## config.mk

```make
export PLATFORM = sky130hd
export DESIGN_NAME = coin_pulse_conditioner_flat
export DESIGN_NICKNAME = d
export VERILOG_FILES = /design/src/rtl/coin_pulse_conditioner_if.sv /design/src/rtl/coin_pulse_conditioner.sv /design/src/flat_wrapper.sv
export SDC_FILE = /design/constraint.sdc
export NUM_CORES = 1
export LEC_CHECK = 0
export CORE_MARGIN = 2
export CORE_UTILIZATION = 52
export DETAILED_ROUTE_END_ITERATION = 6
export GPL_ROUTABILITY_DRIVEN = 0
export PLACE_DENSITY_LB_ADDON = 0.05
export SLEW_MARGIN = 0
export SYNTH_ARGS = -nofsm -noshare
export SYNTH_HDL_FRONTEND = slang
export SYNTH_SLANG_ARGS = --single-unit
export TNS_END_PERCENT = 50
```

## constraint.sdc

```tcl
create_clock -name clk -period 2.4 [get_ports clk]
set_input_delay 0.36 -clock clk [delete_from_list [all_inputs] [get_ports clk]]
set_output_delay 0.36 -clock clk [all_outputs]
set_load 0.05 [all_outputs]
```

## src/rtl/coin_pulse_conditioner_if.sv

```systemverilog
// Signal bundle between the coin-chute front end and its consumer (classifier side).
interface coin_pulse_conditioner_if #(
  parameter int CNT_WIDTH = 20
);
  logic                 coinSensor;
  logic [CNT_WIDTH-1:0] pulseWidth;
  logic                 pulseValid;
  logic                 pulseTooLong;
  logic                 sensorLevel;
  logic                 busy;

  modport master (
    output coinSensor,
    input  pulseWidth, pulseValid, pulseTooLong, sensorLevel, busy
  );

  modport slave (
    input  coinSensor,
    output pulseWidth, pulseValid, pulseTooLong, sensorLevel, busy
  );
endinterface

```

## src/rtl/coin_pulse_conditioner.sv

```systemverilog
// Synchronises and deglitches the coin sensor, then measures each high pulse in cycles,
// strobing accepted widths and flagging over-long pulses.
module coin_pulse_conditioner #(
  parameter int SYNC_STAGES   = 2,
  parameter int FILTER_CYCLES = 4,
  parameter int CNT_WIDTH     = 20,
  parameter int MIN_WIDTH     = 1000,
  parameter int MAX_WIDTH     = 700000
) (
  input logic                     clk,
  input logic                     reset,
  coin_pulse_conditioner_if.slave bus
);

  localparam int                   FW        = $clog2(FILTER_CYCLES + 1);
  localparam logic [FW-1:0]        FILT_LAST = FW'(FILTER_CYCLES - 1);
  localparam logic [CNT_WIDTH-1:0] WAIT_LAST = CNT_WIDTH'(FILTER_CYCLES - 1);
  localparam logic [CNT_WIDTH-1:0] MIN_W     = CNT_WIDTH'(MIN_WIDTH);
  localparam logic [CNT_WIDTH-1:0] MAX_W     = CNT_WIDTH'(MAX_WIDTH);
  localparam logic [CNT_WIDTH-1:0] SAT_W     = CNT_WIDTH'(MAX_WIDTH + 1);

  typedef enum logic [1:0] {WAIT_LOW, IDLE, MEASURE, OVERLONG} state_t;

  state_t                 state_q, state_d;
  logic [SYNC_STAGES-1:0] sync_q;
  logic [FW-1:0]          filt_q, filt_d;
  logic                   lvl_q, lvl_d;
  logic [CNT_WIDTH-1:0]   cnt_q, cnt_d;
  logic [CNT_WIDTH-1:0]   pw_q, pw_d;
  logic                   pv_q, pv_d;
  logic                   ptl_q, ptl_d;
  logic                   s;

  assign s = sync_q[SYNC_STAGES-1];

  always_ff @(posedge clk or negedge reset) begin
    if (!reset) begin
      state_q <= WAIT_LOW;
      sync_q  <= '0;
      filt_q  <= '0;
      lvl_q   <= 1'b0;
      cnt_q   <= '0;
      pw_q    <= '0;
      pv_q    <= 1'b0;
      ptl_q   <= 1'b0;
    end else begin
      state_q <= state_d;
      sync_q  <= {sync_q[SYNC_STAGES-2:0], bus.coinSensor};
      filt_q  <= filt_d;
      lvl_q   <= lvl_d;
      cnt_q   <= cnt_d;
      pw_q    <= pw_d;
      pv_q    <= pv_d;
      ptl_q   <= ptl_d;
    end
  end

  always_comb begin
    state_d = state_q;
    filt_d  = filt_q;
    lvl_d   = lvl_q;
    cnt_d   = cnt_q;
    pw_d    = pw_q;
    pv_d    = 1'b0;
    ptl_d   = 1'b0;

    if (s == lvl_q) begin
      filt_d = '0;
    end else if (filt_q == FILT_LAST) begin
      lvl_d  = s;
      filt_d = '0;
    end else begin
      filt_d = filt_q + 1'b1;
    end

    case (state_q)
      // The pulse counter doubles as the low-stability counter here; its exit edge
      // coincides with the filter dropping a level that was high at reset release.
      WAIT_LOW: begin
        if (s) begin
          cnt_d = '0;
        end else if (cnt_q == WAIT_LAST) begin
          cnt_d   = '0;
          state_d = IDLE;
        end else begin
          cnt_d = cnt_q + 1'b1;
        end
      end
      IDLE: begin
        if (lvl_q) begin
          cnt_d   = CNT_WIDTH'(1);
          state_d = MEASURE;
        end
      end
      MEASURE: begin
        if (lvl_q) begin
          if (cnt_q == MAX_W) begin
            cnt_d   = SAT_W;
            ptl_d   = 1'b1;
            state_d = OVERLONG;
          end else begin
            cnt_d = cnt_q + 1'b1;
          end
        end else begin
          if (cnt_q >= MIN_W && cnt_q <= MAX_W) begin
            pw_d = cnt_q;
            pv_d = 1'b1;
          end
          state_d = IDLE;
        end
      end
      OVERLONG: begin
        if (!lvl_q) state_d = IDLE;
      end
      default: state_d = WAIT_LOW;
    endcase
  end

  assign bus.pulseWidth   = pw_q;
  assign bus.pulseValid   = pv_q;
  assign bus.pulseTooLong = ptl_q;
  assign bus.sensorLevel  = lvl_q;
  assign bus.busy         = (state_q == MEASURE) || (state_q == OVERLONG);

endmodule

```

## src/flat_wrapper.sv

```systemverilog
// flat-port wrapper written by rule: the top's interface ports become plain ports
module coin_pulse_conditioner_flat 
#(
  parameter int SYNC_STAGES   = 2,
  parameter int FILTER_CYCLES = 4,
  parameter int CNT_WIDTH     = 20,
  parameter int MIN_WIDTH     = 1000,
  parameter int MAX_WIDTH     = 700000
)
  (clk, reset, bus_coinSensor, bus_pulseWidth, bus_pulseValid, bus_pulseTooLong, bus_sensorLevel, bus_busy);
  coin_pulse_conditioner_if #(.CNT_WIDTH(CNT_WIDTH)) bus_i ();
  input logic clk;
  input logic reset;
  input wire logic [$bits(bus_i.coinSensor)-1:0] bus_coinSensor;
  output wire logic [$bits(bus_i.pulseWidth)-1:0] bus_pulseWidth;
  output wire logic [$bits(bus_i.pulseValid)-1:0] bus_pulseValid;
  output wire logic [$bits(bus_i.pulseTooLong)-1:0] bus_pulseTooLong;
  output wire logic [$bits(bus_i.sensorLevel)-1:0] bus_sensorLevel;
  output wire logic [$bits(bus_i.busy)-1:0] bus_busy;
  assign bus_i.coinSensor = bus_coinSensor;
  assign bus_pulseWidth = bus_i.pulseWidth;
  assign bus_pulseValid = bus_i.pulseValid;
  assign bus_pulseTooLong = bus_i.pulseTooLong;
  assign bus_sensorLevel = bus_i.sensorLevel;
  assign bus_busy = bus_i.busy;
  coin_pulse_conditioner #(.SYNC_STAGES(SYNC_STAGES), .FILTER_CYCLES(FILTER_CYCLES), .CNT_WIDTH(CNT_WIDTH), .MIN_WIDTH(MIN_WIDTH), .MAX_WIDTH(MAX_WIDTH)) u_core (.clk(clk), .reset(reset), .bus(bus_i));
endmodule
```

**M1 wires**

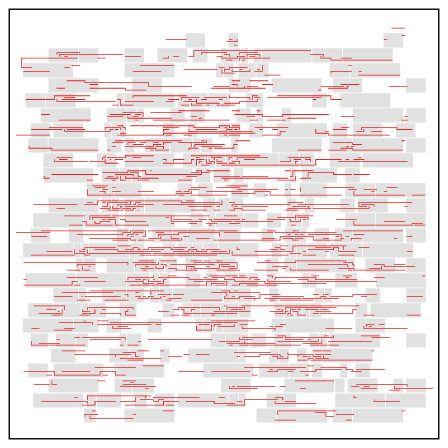
share of all routed wire	46%
longest straight run	23.0 um
wire length on this layer	2860 um
main direction	horizontal
nets with wire on the layer	287

**The metal 2 layer**

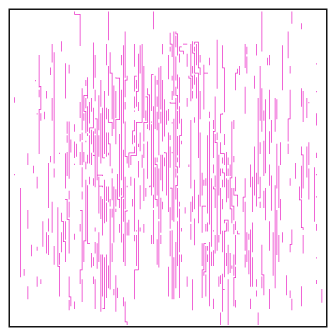
wire length on this layer	2980 um
longest straight run	27.2 um

==> flow_summary.ini <==
; flow metrics
[final_timing]
fin_ws_ps = 30.1
whs_ps = 31.1
hold_viol = 0

[yosys]
area_leaders = dfrtp_1, mux2_4, ha_1
yosys_warnings = 0
yosysTopAreaCellShare_pct = 44.4
synth_cell_types = 52
edf_count = 0
synth-async-reset-ratio_pct = 100
synthTopCellsByCount = dfrtp_1, mux2_4, nand2_1, nor2_1, nand3_1
yosysMostFrequentCell = dfrtp_1
yosys_most_used_dff = dfrtp_1

[flow_run]
warnings = 33
maxCapViolations = 0

[power_and_ir_drop]
intPower_mw = 1.53
p_clk_share_pct = 17.9
power.density_mw_per_mm2 = 749

[floorplan]
core_mm2 = 0.00517
fp_util_pct = 54.5
taps = 70
die_y_um = 77.6

[placed_design]
placedCellCount = 372
placed_area_mm2 = 0.00327
portBuffers = 26

[global_route]
grt_pass1_vias = 2074
grt_max_degree = 51

[clock_network]
cts_root_buf = clkbuf_8
clock-sinks = 50

[cells_and_area]
register_area_mm2 = 0.00125
largestClassByArea = logic gates
fillers = 408
diodes = 0

[critical_path]
critical_path_buf_inv_count = 1
cp-end-kind = register
cp_top_family = simple AND/OR/NAND/NOR gates
worstSetupPathType = reg -> reg

[run_status]
status = completed

[worst_hold_path]
hp-class = in -> async
**Signal wires on met3**

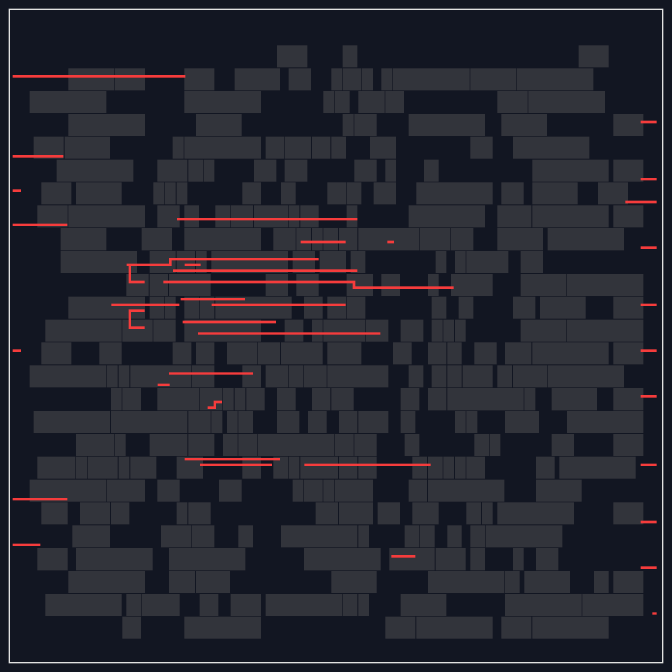
main direction	horizontal
share of all routed wire	4.7%

**Routing congestion map**

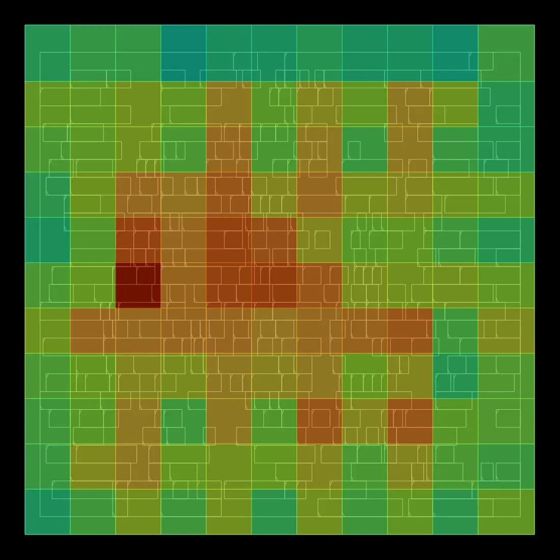
met3 Use GR: 3.14%
met1 Resource Use GR: 31.8%
fin util: 64.9%
gr usage total: 22.0%

-- metal layers --
| metal | track usage [%] | part of all wire [%] |
|---|---|---|
| met1 | 31.8 | 46 |
| met4 | 5.36 | 1.6 |
| met3 | 3.14 | 4.6 |
| met5 | 0 | 0 |
| met2 | 34.8 | 48 |
-- kinds of logic (layout without fill, tap and decap cells) --
kind of cell	after synthesis	count (layout)	synth area share (%)
adder cells (fa/ha/maj)	8	8	3.55
flip-flops	50	50	44.4
AND/OR/NAND/NOR	102	102	19.9
multiplexers	27	27	13.1
AND-OR/OR-AND	51	51	12.6
XOR/XNOR	1	1	0.311
buffers and inverters	26	71	6.04
-- power by group through the flow --
| stage | clock network, mW | logic, mW | registers, mW |
|---|---|---|---|
| after floorplan | 0 | 0.723 | 0.980 |
| after global placement | 0 | 1.07 | 0.983 |
| after detailed placement | 0 | 1.10 | 0.986 |
| after CTS | 0.463 | 1.09 | 0.969 |
| after global routing | 0.505 | 1.21 | 0.983 |
| final | 0.451 | 1.10 | 0.968 |
-- path summary, 6_finish.rpt --
check,startpoint,end,slack (ps),cells after the start
worst min-delay path,reset,u_core.bus.pulseWidth[3]$_DFFE_PN0P_,30,2
worst max-delay path,u_core.cnt_q[12]$_DFFE_PN0P_,u_core.bus.pulseWidth[16]$_DFFE_PN0P_,30,6
max in group asynchronous,reset,u_core.cnt_q[18]$_DFFE_PN0P_,2140,2
min in group clk,u_core.sync_q[0]$_DFF_PN0_,u_core.sync_q[1]$_DFF_PN0_,380,0
worst max register to register,u_core.cnt_q[12]$_DFFE_PN0P_,u_core.bus.pulseWidth[16]$_DFFE_PN0P_,30,6
worst min register to register,u_core.sync_q[0]$_DFF_PN0_,u_core.sync_q[1]$_DFF_PN0_,380,0
Power and IR drop assume default switching activity.
